Run 1, routed clock nets over the placement:
Scale bar: 50 microns.
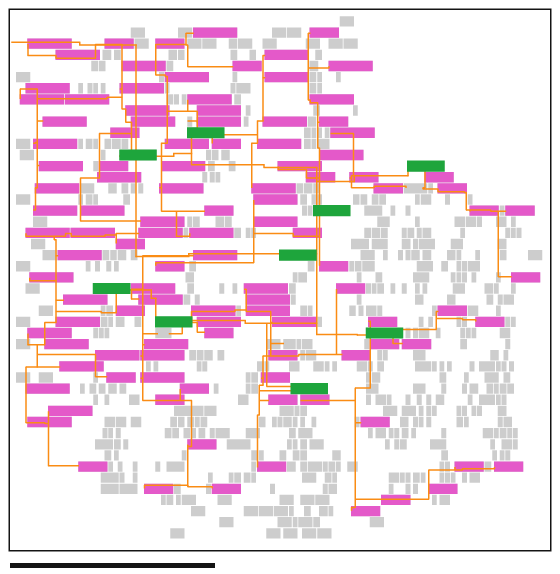
Run 1, register map, names as in the netlist:
Other sequential cells in the stronger grey, the rest of the logic in the fainter grey.
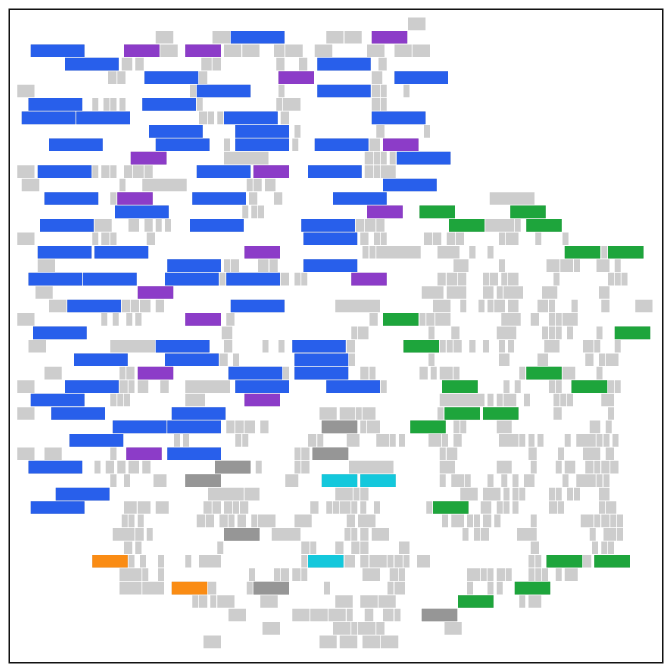
Run 1, ports around the boundary:
Pins as bars across the die edge, other pins in grey.
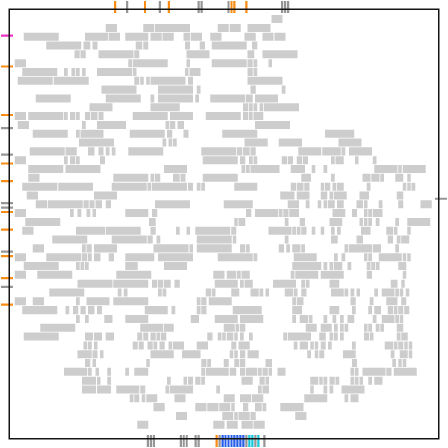
File: src/rtl/cmd_sequencer.sv
// Command sequencer: queues 16-bit commands and issues them one at a time to the
// transmitter, waiting for an 8'hA5 acknowledge. Define CMD_SEQ_RETRY_EN to resend on failure.
module cmd_sequencer #(
  parameter int DEPTH        = 4,
  parameter int TIMEOUT_CLKS = 1000000,
  parameter int RETRIES      = 2
) (
  input  logic        clk,
  input  logic        rst,
  input  logic        wr_cmd,
  input  logic [15:0] wr_data,
  output logic        full,
  output logic        empty,
  output logic [15:0] cmd,
  output logic        send_cmd,
  input  logic        cmd_sent,
  input  logic        resp_rdy,
  input  logic [7:0]  resp,
  output logic        busy,
  output logic        done,
  output logic        err,
  input  logic        clr_err,
  output logic [2:0]  dbg_state
);

  localparam int AW = (DEPTH < 2) ? 1 : $clog2(DEPTH);
  localparam int CW = $clog2(DEPTH + 1);
  localparam int TW = (TIMEOUT_CLKS < 2) ? 1 : $clog2(TIMEOUT_CLKS + 1);
  localparam logic [7:0] ACK_BYTE = 8'hA5;

  if (DEPTH < 2 || DEPTH > 16 || (DEPTH & (DEPTH - 1)) != 0 ||
      TIMEOUT_CLKS < 2 || RETRIES < 0) begin : g_bad_params
    $error("cmd_sequencer: illegal parameter combination");
  end

  typedef enum logic [2:0] {
    S_IDLE      = 3'd0,
    S_SEND      = 3'd1,
    S_WAIT_SENT = 3'd2,
    S_WAIT_RESP = 3'd3,
    S_ERR       = 3'd4
  } state_e;

  state_e         state_q, state_d;
  logic [15:0]    mem_q [DEPTH];
  logic [AW-1:0]  wr_ptr_q, wr_ptr_d;
  logic [AW-1:0]  rd_ptr_q, rd_ptr_d;
  logic [CW-1:0]  count_q, count_d;
  logic [15:0]    cmd_q, cmd_d;
  logic [TW-1:0]  tmo_q, tmo_d;
  logic           err_q, err_d;
  logic           done_q, done_d;

  logic push_ok, pop;
  logic in_wait, resp_accept, resp_ack, resp_nack;
  logic tmo_limit, timeout_hit, fail, retry_ok;

  // Queue status comes only from the registered count.
  assign full    = (count_q == CW'(DEPTH));
  assign empty   = (count_q == '0);
  assign push_ok = wr_cmd && !full;
  assign pop     = (state_q == S_IDLE) && !empty && !err_q;

  assign in_wait     = (state_q == S_WAIT_SENT) || (state_q == S_WAIT_RESP);
  assign resp_accept = (state_q == S_WAIT_RESP) && resp_rdy;
  assign resp_ack    = resp_accept && (resp == ACK_BYTE);
  assign resp_nack   = resp_accept && (resp != ACK_BYTE);
  // The edge closing this cycle brings the counter to TIMEOUT_CLKS-1.
  assign tmo_limit   = (32'(tmo_q) + 32'd1) >= 32'(TIMEOUT_CLKS - 1);
  assign timeout_hit = in_wait && !resp_accept && tmo_limit;
  assign fail        = resp_nack || timeout_hit;

`ifdef CMD_SEQ_RETRY_EN
  localparam int RW = (RETRIES < 1) ? 1 : $clog2(RETRIES + 1);
  logic [RW-1:0] retry_q, retry_d;

  assign retry_ok = (32'(retry_q) < 32'(RETRIES));

  always_comb begin
    retry_d = retry_q;
    if (pop) begin
      retry_d = '0;
    end else if (fail && retry_ok) begin
      retry_d = retry_q + RW'(1);
    end
  end

  always_ff @(posedge clk) begin
    if (rst) begin
      retry_q <= '0;
    end else begin
      retry_q <= retry_d;
    end
  end
`else
  assign retry_ok = 1'b0;
`endif

  always_ff @(posedge clk) begin
    if (push_ok) begin
      mem_q[wr_ptr_q] <= wr_data;
    end
  end

  always_comb begin
    wr_ptr_d = wr_ptr_q;
    rd_ptr_d = rd_ptr_q;
    count_d  = count_q;
    if (push_ok) begin
      wr_ptr_d = wr_ptr_q + AW'(1);
    end
    if (pop) begin
      rd_ptr_d = rd_ptr_q + AW'(1);
    end
    if (push_ok && !pop) begin
      count_d = count_q + CW'(1);
    end else if (!push_ok && pop) begin
      count_d = count_q - CW'(1);
    end
  end

  always_comb begin
    cmd_d  = pop ? mem_q[rd_ptr_q] : cmd_q;
    done_d = resp_ack;
    err_d  = err_q;
    if (fail && !retry_ok) begin
      err_d = 1'b1;
    end else if ((state_q == S_ERR) && clr_err) begin
      err_d = 1'b0;
    end
    tmo_d = tmo_q;
    if (state_q == S_SEND) begin
      tmo_d = '0;
    end else if (in_wait) begin
      tmo_d = tmo_q + TW'(1);
    end
  end

  always_ff @(posedge clk) begin
    if (rst) begin
      state_q  <= S_IDLE;
      wr_ptr_q <= '0;
      rd_ptr_q <= '0;
      count_q  <= '0;
      cmd_q    <= '0;
      tmo_q    <= '0;
      err_q    <= 1'b0;
      done_q   <= 1'b0;
    end else begin
      state_q  <= state_d;
      wr_ptr_q <= wr_ptr_d;
      rd_ptr_q <= rd_ptr_d;
      count_q  <= count_d;
      cmd_q    <= cmd_d;
      tmo_q    <= tmo_d;
      err_q    <= err_d;
      done_q   <= done_d;
    end
  end

  always_comb begin
    state_d = state_q;
    unique case (state_q)
      S_IDLE: begin
        if (pop) state_d = S_SEND;
      end
      S_SEND: begin
        state_d = S_WAIT_SENT;
      end
      S_WAIT_SENT: begin
        if (fail) begin
          state_d = retry_ok ? S_SEND : S_ERR;
        end else if (cmd_sent) begin
          state_d = S_WAIT_RESP;
        end
      end
      S_WAIT_RESP: begin
        if (resp_ack) begin
          state_d = S_IDLE;
        end else if (fail) begin
          state_d = retry_ok ? S_SEND : S_ERR;
        end
      end
      S_ERR: begin
        if (clr_err) state_d = S_IDLE;
      end
      default: state_d = S_IDLE;
    endcase
  end

  always_comb begin
    send_cmd  = (state_q == S_SEND);
    busy      = (state_q != S_IDLE);
    dbg_state = state_q;
  end

  assign cmd  = cmd_q;
  assign done = done_q;
  assign err  = err_q;

endmodule
File: config.mk
export PLATFORM = sky130hd
export DESIGN_NAME = cmd_sequencer
export DESIGN_NICKNAME = d
export VERILOG_FILES = /design/src/rtl/cmd_sequencer.sv
export SDC_FILE = /design/constraint.sdc
export NUM_CORES = 1
export LEC_CHECK = 0
export ABC_AREA = 1
export CORE_UTILIZATION = 30
export DETAILED_ROUTE_END_ITERATION = 16
export PLACE_DENSITY = 0.44
export SYNTH_ARGS = -nofsm -noshare
export SYNTH_HDL_FRONTEND = slang
export SYNTH_SLANG_ARGS = --single-unit
File: constraint.sdc
create_clock -name clk -period 3.6 [get_ports clk]
set_input_delay 0.54 -clock clk [delete_from_list [all_inputs] [get_ports clk]]
set_output_delay 0.54 -clock clk [all_outputs]
set_load 0.02 [all_outputs]
==> qor.csv, run 1 <==
metric,value,unit
finalWeightedCongestion,0.768,
rsz0062_at_grt,false,
dpl_cell_area,5900,sq um
met1_length,5.19,mm
grt_use_met3,3.73,%
grt_first_pass_wirelength,19.4,mm
place.detailed.instances,823,
power.switching_fraction,37.9,%
wl_per_cell,14.1,microns
power_leakage,2.38,nW
drt-vias-per-instance,4.54,
worstSetupPathType,reg -> reg,
global_route.peak_usage_layer,met2,
clock_tree_area_fraction,4.63,%
edf_count,64,
crit_path_start_kind,flop,
mostFrequentLayoutCells,"sky130_fd_sc_hd__nor2_1 (96), sky130_fd_sc_hd__nand2_1 (71), sky130_fd_sc_hd__edfxtp_1 (64), sky130_fd_sc_hd__inv_1 (62), sky130_fd_sc_hd__o21ai_0 (62)",
synth_flops,112,
route.detailed.drc,0,
regMostFlops,mem_q,
route.antenna.remaining_nets,0,
power.total,4.25,mW
outcome,finished clean,
top_layer_used,met4,
clock_sink_count,112,
die-area,17400,sq um
timing.critical_path.slowest_cell_delay,400,ps
post_synth_main_area_contributors,"sky130_fd_sc_hd__edfxtp_1 (38%), sky130_fd_sc_hd__dfxtp_1 (19%), sky130_fd_sc_hd__nor2_1 (7.1%), sky130_fd_sc_hd__o21ai_0 (6.1%), sky130_fd_sc_hd__nand2_1 (5.3%)",
core.rowCount,47,
netlist_top_cells_count,"sky130_fd_sc_hd__nor2_1 (96), sky130_fd_sc_hd__nand2_1 (71), sky130_fd_sc_hd__edfxtp_1 (64)",
h-tree-depth,3,
drt_first_iter_violations,174,
signal_buf_overhead,9.96,%
internal-power,2.64,mW
min_delay_worst_endpoint,count_q[1],
floorplan.core_area,16500,sq um
max_freq,411,MHz
rrSetupSlack,1160,ps
endpoint,count_q[2],
globalRouteMet1Util,16.5,%
placement.setup.worst_slack,1140,ps
post_synth.cell_area_avg,9.09,sq um
yosysWarningCount,0,
detailroute.wirelength.met2,6.11,mm
hold_path_startpoint,count_q[1],
setup_viol_count_final,0,
largest_register_ff_count,64,
## Picture notes: 'routed clock nets over the placement'
legend:
  green:
    item: clock-net drivers
    count: 9
  orange:
    item: clock wires
    length: 1470 microns
  magenta:
    item: flip-flops
    count: 112
flops lie: widely spread
clock tree skew after final layout: 10.7 ps
portion of total power attributed to the clock network: 23.1%
clk_lat worst skew: 350 ps
power of the clock network: 981 uW

## Picture notes: 'register map, names as in the netlist'
legend:
  cyan:
    netlist_name: dbg_state
    sequential_cells: 3
  orange:
    netlist_name: wr_ptr_q
    sequential_cells: 2
  green:
    netlist_name: tmo_q
    sequential_cells: 20
  purple:
    netlist_name: cmd
    sequential_cells: 16
  blue:
    netlist_name: mem_q
    sequential_cells: 64
not coloured: 7
Seq. cell area: 2880 sq um
Seq/total area: 46.6%

## Picture notes: 'ports around the boundary'
legend:
  magenta:
    port: clk
    pins: 1
    direction: input
    edge: left
  blue:
    port: resp
    pins: 8
    direction: input
    edge: bottom
  orange:
    port: wr_data
    pins: 16
    direction: input
    edge: 9 left, 6 top, 1 bottom
  cyan:
    port: dbg_state
    pins: 3
    direction: output
    edge: bottom
Die X: 132 microns
number of input and output port buffers inserted: 54

==> run 1 -> run 2 <==
clock period = 2.3 ns   (was 3.6 ns; I/O delays follow)
Run 2, congestion heat map:
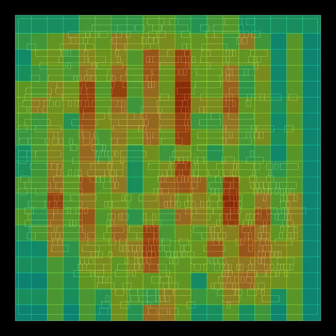
global-route met2 utilization: 24.4%
busiest layer in global routing: met2
met3 usage in global routing: 2.46%

Run 2, ports around the boundary:
Pins as bars across the die edge, other pins in grey.
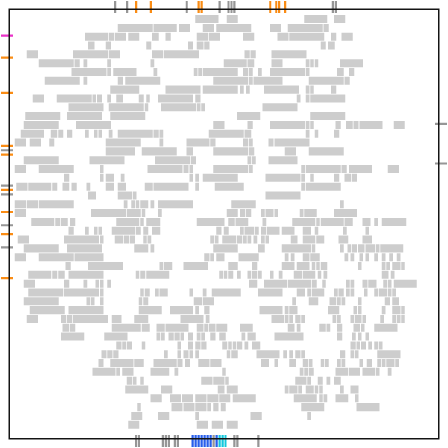
legend:
  magenta:
    port: clk
    pins: 1
    direction: input
    edge: left
  cyan:
    port: dbg_state
    pins: 3
    direction: output
    edge: bottom
  orange:
    port: wr_data
    pins: 16
    direction: input
    edge: 8 top, 8 left
  blue:
    port: resp
    pins: 8
    direction: input
    edge: bottom
all pins by edge: 22 bottom, 17 top, 14 left, 2 right

==> run 2 against run 1 <==
Compared with the run above: global-route usage is 0.083 points lower; synthesized cell count unchanged; area after synthesis stayed put; final cell count is 0.83% higher; die area stayed put; register-to-register slack worse by 950 ps; worst hold slack got worse by 2.1 ps; wire length fell by 0.17%; worst setup slack worse by 950 ps; maximum frequency increased by 17%; clock skew down 2.5 ps; sequential power rose by 57%.
==> qor.csv, run 2 <==
metric,value,unit
io_buffer_count,54,
hold_path_startpoint,wr_ptr_q[0],
yosysWarningCount,0,
crit_path_start_kind,flop,
wl_per_cell,14.0,microns
clock.latency.late_pin,350,ps
clock_tree_area_fraction,5.13,%
h-tree-depth,3,
min_delay_worst_endpoint,wr_ptr_q[0],
detailroute.wirelength.met2,5.84,mm
post_synth_main_area_contributors,"sky130_fd_sc_hd__edfxtp_1 (38%), sky130_fd_sc_hd__dfxtp_1 (19%), sky130_fd_sc_hd__nor2_1 (7.1%), sky130_fd_sc_hd__o21ai_0 (6.1%), sky130_fd_sc_hd__nand2_1 (5.3%)",
route.antenna.remaining_nets,0,
clock_net_power,1.72,mW
die-area,17400,sq um
area.share.sequential,45.6,%
setup_viol_count_final,0,
rrSetupSlack,210,ps
power.total,6.92,mW
netlist_top_cells_count,"sky130_fd_sc_hd__nor2_1 (96), sky130_fd_sc_hd__nand2_1 (71), sky130_fd_sc_hd__edfxtp_1 (64)",
grt_first_pass_wirelength,19.5,mm
floorplan.core_area,16500,sq um
clock_sink_count,112,
met1_length,5.54,mm
core.rowCount,47,
place.detailed.instances,830,
portion_of_total_power_attributed_to_the_clock_network,24.9,%
outcome,finished clean,
internal-power,4.39,mW
max_freq,479,MHz
==> run 2 -> run 3 <==
SLEW_MARGIN = 20   (was not set)
clock period = 2.1 ns   (was 2.3 ns; I/O delays follow)
Run 3, register map, names as in the netlist:
Other sequential cells in the stronger grey, the rest of the logic in the fainter grey.
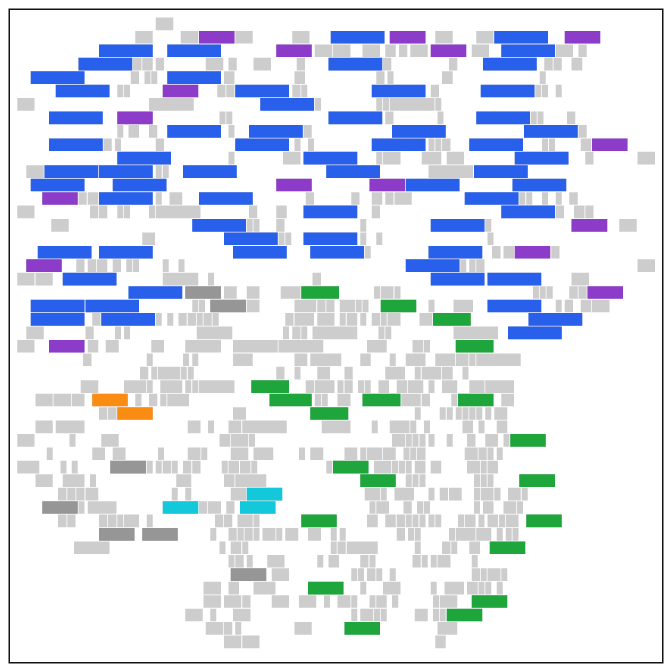
legend:
  blue:
    netlist_name: mem_q
    sequential_cells: 64
  cyan:
    netlist_name: dbg_state
    sequential_cells: 3
  purple:
    netlist_name: cmd
    sequential_cells: 16
  orange:
    netlist_name: wr_ptr_q
    sequential_cells: 2
  green:
    netlist_name: tmo_q
    sequential_cells: 20
Seq. cell area: 2890 sq um
Seq/total area: 44.0%
utilization after layout: 39.8%
Sequential Power: 3.08 mW

Run 3, routed clock nets over the placement:
Scale bar: 50 microns.
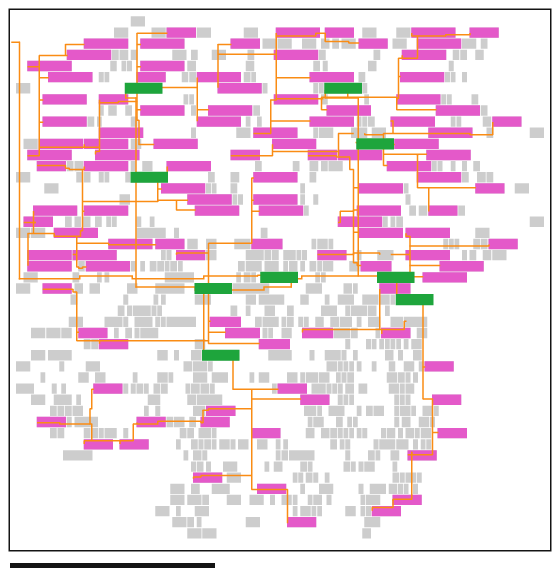
power of the clock network: 1.71 mW
portion of total power attributed to the clock network: 22.4%
clock tree skew after final layout: 6.67 ps

==> run 3 against run 2 <==
Compared with the run above: worst setup slack got worse by 240 ps; final cell count increased by 1.9%; the flow now finishes with violations (negative setup slack); critical endpoint unchanged; register-to-register slack got worse by 240 ps; final area increased by 3.7%; synthesized cell count unchanged.
==> qor.csv, run 3 <==
metric,value,unit
outcome,"complete, but fails checks",
violations,negative setup slack,
clock_sink_count,112,
dpl_cell_area,6110,sq um
rsz0062_at_grt,true,
wl_per_cell,14.0,microns
die_x,132,microns
power.switching_fraction,37.9,%
top_layer_used,met4,
largest_register_ff_count,64,
endpoint,dbg_state[0],
timing.critical_path.slowest_cell_delay,370,ps
clock.latency.late_pin,350,ps
detailroute.wirelength.met2,5.83,mm
core.rowCount,47,
setup_viol_count_final,1,
io_buffer_count,54,
edf_count,64,
setup_ws,-29.3,ps
synth_flops,112,
netlist_top_cells_count,"sky130_fd_sc_hd__nor2_1 (96), sky130_fd_sc_hd__nand2_1 (71), sky130_fd_sc_hd__edfxtp_1 (64)",
drt-vias-per-instance,4.59,
Power figures rest on the tool's default switching activity, not on a simulated workload.
